Fig. 1: wire density map
(1 px per µm) The die is cut into 26 by 33 equal tiles; dark blue is low, red is high, scaled to the fullest tile. Values are wire area over tile area, all layers added.
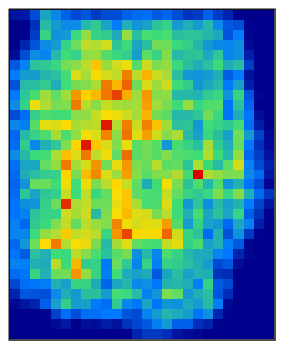
Fig. 2: cell outlines without signal wires
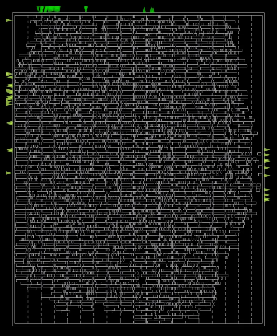
Fig. 3: metal layers overlaid
(1 px per µm) Two of the layers only.
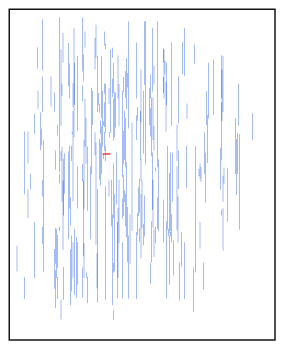
===== config.mk =====
export PLATFORM = sky130hd
export DESIGN_NAME = code_mem_loader
export DESIGN_NICKNAME = d
export VERILOG_FILES = /design/src/rtl/code_mem_loader.sv
export SDC_FILE = /design/constraint.sdc
export NUM_CORES = 1
export LEC_CHECK = 0
export ABC_AREA = 1
export CAP_MARGIN = 10
export CELL_PAD_IN_SITES_DETAIL_PLACEMENT = 1
export CELL_PAD_IN_SITES_GLOBAL_PLACEMENT = 1
export CORE_ASPECT_RATIO = 1.25
export CORE_MARGIN = 2
export CORE_UTILIZATION = 51
export DETAILED_ROUTE_END_ITERATION = 8
export PLACE_DENSITY = 0.82
export SLEW_MARGIN = 20
export SYNTH_ARGS = -nofsm -noshare
export SYNTH_HDL_FRONTEND = slang
export SYNTH_SLANG_ARGS = --single-unit

===== constraint.sdc =====
create_clock -name clk -period 3.4 [get_ports clk]
set_input_delay 0.34 -clock clk [delete_from_list [all_inputs] [get_ports clk]]
set_output_delay 0.34 -clock clk [all_outputs]
set_load 0.05 [all_outputs]

===== src/rtl/code_mem_loader.sv =====
// code_mem_loader: parametrised instruction store with sequential clear,
// streamed append and registered, length-masked fetch.
//
// Ports:
//   clk, reset_n     clock, asynchronous active-low reset
//   clear_code       level; starts or restarts a DEPTH-cycle clear
//   getcode          append instruction_in this cycle
//   instruction_in   word to append
//   fetch_en, pc     fetch request and address
//   instruction_out  registered fetch data (1-cycle latency)
//   code_len         number of loaded words, 0..DEPTH
//   busy             high while clearing
//   full             code_len == DEPTH
//   load_err         sticky; an appended word was dropped
module code_mem_loader #(
  parameter int unsigned         INSTR_W   = 16,
  parameter int unsigned         DEPTH     = 64,
  parameter int unsigned         ADDR_W    = 6,
  parameter logic [INSTR_W-1:0]  FILL_WORD = '0
) (
  input  logic               clk,
  input  logic               reset_n,
  input  logic               clear_code,
  input  logic               getcode,
  input  logic [INSTR_W-1:0] instruction_in,
  input  logic               fetch_en,
  input  logic [ADDR_W-1:0]  pc,
  output logic [INSTR_W-1:0] instruction_out,
  output logic [ADDR_W:0]    code_len,
  output logic               busy,
  output logic               full,
  output logic               load_err
);

  localparam int unsigned       LEN_W    = ADDR_W + 1;
  localparam int unsigned       IDX_W    = (DEPTH > 1) ? $clog2(DEPTH) : 1;
  localparam logic [LEN_W-1:0]  DEPTH_L  = LEN_W'(DEPTH);
  localparam logic [ADDR_W-1:0] LAST_PTR = ADDR_W'(DEPTH - 1);

  typedef enum logic {IDLE, CLEAR} state_e;

  state_e               state_q, state_d;
  logic [ADDR_W-1:0]    clr_ptr_q, clr_ptr_d;
  logic [LEN_W-1:0]     code_len_q, code_len_d;
  logic                 load_err_q, load_err_d;
  logic [INSTR_W-1:0]   instr_q, instr_d;

  logic                 mem_we_c;
  logic [IDX_W-1:0]     mem_waddr_c;
  logic [INSTR_W-1:0]   mem_wdata_c;
  logic [INSTR_W-1:0]   mem_q [DEPTH];

  // State and status registers
  always_ff @(posedge clk or negedge reset_n) begin
    if (!reset_n) begin
      state_q    <= IDLE;
      clr_ptr_q  <= '0;
      code_len_q <= '0;
      load_err_q <= 1'b0;
      instr_q    <= FILL_WORD;
    end else begin
      state_q    <= state_d;
      clr_ptr_q  <= clr_ptr_d;
      code_len_q <= code_len_d;
      load_err_q <= load_err_d;
      instr_q    <= instr_d;
    end
  end

  // Storage array; not reset, code_len masks stale contents
  always_ff @(posedge clk) begin
    if (mem_we_c) mem_q[mem_waddr_c] <= mem_wdata_c;
  end

  // Next-state, write port and fetch logic
  always_comb begin
    state_d     = state_q;
    clr_ptr_d   = clr_ptr_q;
    code_len_d  = code_len_q;
    load_err_d  = load_err_q;
    instr_d     = instr_q;
    mem_we_c    = 1'b0;
    mem_waddr_c = '0;
    mem_wdata_c = FILL_WORD;

    // Fetch compares against the pre-append length: no write-through.
    // pc >= DEPTH is always >= code_len, so it is masked too.
    if (state_q == CLEAR) begin
      instr_d = FILL_WORD;
    end else if (fetch_en) begin
      if (LEN_W'(pc) < code_len_q) instr_d = mem_q[IDX_W'(pc)];
      else                         instr_d = FILL_WORD;
    end

    case (state_q)
      IDLE: begin
        if (clear_code) begin
          // Clear wins over a same-cycle append and wipes the error flag
          state_d    = CLEAR;
          code_len_d = '0;
          clr_ptr_d  = '0;
          load_err_d = 1'b0;
        end else if (getcode) begin
          if (code_len_q < DEPTH_L) begin
            mem_we_c    = 1'b1;
            mem_waddr_c = IDX_W'(code_len_q);
            mem_wdata_c = instruction_in;
            code_len_d  = code_len_q + LEN_W'(1);
          end else begin
            load_err_d = 1'b1;
          end
        end
      end
      CLEAR: begin
        mem_we_c    = 1'b1;
        mem_waddr_c = IDX_W'(clr_ptr_q);
        if (clear_code) begin
          // Restart: DEPTH more cycles counted from this assertion
          clr_ptr_d  = '0;
          load_err_d = 1'b0;
        end else begin
          if (getcode) load_err_d = 1'b1;
          if (clr_ptr_q == LAST_PTR) state_d = IDLE;
          else                       clr_ptr_d = clr_ptr_q + ADDR_W'(1);
        end
      end
      default: state_d = IDLE;
    endcase
  end

  assign instruction_out = instr_q;
  assign code_len        = code_len_q;
  assign busy            = (state_q == CLEAR);
  assign full            = (code_len_q == DEPTH_L);
  assign load_err        = load_err_q;

endmodule


==> run notes <==
run results: Final Cycle Share 0.880, outcome finished, final reports clean, multi-input gates 2415, final hold vios 0, Iter 0 DRT Violations 3620, top power consumer group registers, top post-synthesis cells by count nand2_1, edfxtp_1, nand3_1, sequential power share 0.522, Clock group 11.4 mW, Main area contributors edfxtp_1, nand2_1, nand3_1, Synth Net Count 3765, comb area leader simple AND/OR/NAND/NOR gates, CP Launch Type flip-flop, DRC 0, fmax ~330 MHz, Max stage delay on crit path 830 ps, P_comb ~1.6 mW, MI comb area around 11000 µm², stages on the worst setup path 5, initial antenna violation count 1, Synth Area per Inst 11.6 µm², setup_tns 0 ps, hold buffers post-CTS 1, Bufs and invs on worst path 2, Largest register FFs 1024, Post-synth ARST share 0.0294, die width 264 µm, routed vias between 30000 and 40000, internal power 21.0 mW, Dominant flop cell edfxtp_1, post-CTS setup buffers 0, logic share of the area 0.216, worst reg2reg path depth 8, Clock Power Share 0.421, # Cells Yosys ~3700, fp_density 0.513, CTS Sinks around 1100, RSZ-0062 raised after global routing false, crit path DRT ~3000 ps, CP Capture Point full, r2r setup slk 520 ps, dominant logic cell types in the final layout nand2_1, edfxtp_1, nand3_1, routed wire length 141000 µm, Final HPWL DP 82200 µm, largest net degree at the start of global routing 169, sw power 6.16 mW, Post-CTS Resized 0, average wire per standard cell 28.4 µm, yosys aoi share 0.00458, Seq. pwr 14.2 mW, xor/xnor share 0, CTS Buffer Depth 3, largest area contributor in the netlist edfxtp_1, global-route usage over all layers 0.326, FF-to-FF End mem_q[26][14], Chip Height 329 µm, Worst Skew 29.7 ps, CTS tree built, reg-to-reg startpoint code_len[6], post-synth top area share 0.712, CTS root buf clkbuf_16, VDD IR max 0.000527 V, Synth Seq Share 0.730, tool warnings about 40, most flop-heavy register mem_q, adder and majority cell fraction of the synthesized area 0.00232, Worst EP arrival between 2000 and 3000 ps, Min Clock Period, post-route ~3000 ps, Buffers, non-clock slightly below 200, endpoints failing setup 0, Post-synth EDFFs a little over 1000, gr ovfl total 0, CP max FO 5, gpl congestion 0.870, clock buffer count 129, inverter count 33, simple-gate share of the synthesized area 0.235, Port Buffer Count 52, synth warn 0, chip area 87000 µm², Leak Pwr 18.7 nW, pwr dens 555 nW/µm², Final Max Slew Viols 0, family with the most delay on the worst path buffers and inverters, number of max-cap violations 0, # IOs 53, nets roughly 3800, Cell Chain, Critical Path inv_1, ha_1, nand4_1, nor3_1, clkdlybuf4s50_1, Crit. End Element output pin, Yosys reg bits 1055
-- Fig. 1 (at the start) --
nearly empty tiles: 12%
densest ninth of the die: middle
tiles over half the peak: 35%
emptiest ninth of the die: bottom right
fullest tile: 0.70
mean over tiles: 0.28

-- Fig. 2 (at the start) --
non-filler cells, final: 4969
Site Rows: 119
core area: 84100 µm²
FILL cells: 8462

-- Fig. 3 (at the start) --
| colour | layer | wire length |
|---|---|---|
| red | met5 | 6.40 µm |
| blue | met4 | 10100 µm |

-- stage by stage --
stage | instances | instance area, µm² | setup WS, ps | util | total power, mW
after global routing | 4968 | 48900 | 320 | 0.581 | 27.7
after detailed placement | 4785 | 45600 | 248 | 0.542 | 15.9
final | 4969 | 48900 | 408 | 0.581 | 27.1
after global placement | 4785 | 45600 | 415 | 0.542 | 15.9
after floorplan | 3730 | 43200 | 39.5 | - | 15.3
after CTS | 4968 | 48900 | 401 | 0.581 | 27.2
-- layer usage --
metal | global-route usage | share of wire | vias to the layer above
met3 | 0.0507 | 0.079 | 509
li1 | - | - | 13163
met5 | 0 | 0.000042 | -
met2 | 0.553 | 0.50 | 1742
met4 | 0.218 | 0.071 | 2
met1 | 0.388 | 0.35 | 15390
Power and IR drop assume default switching activity.
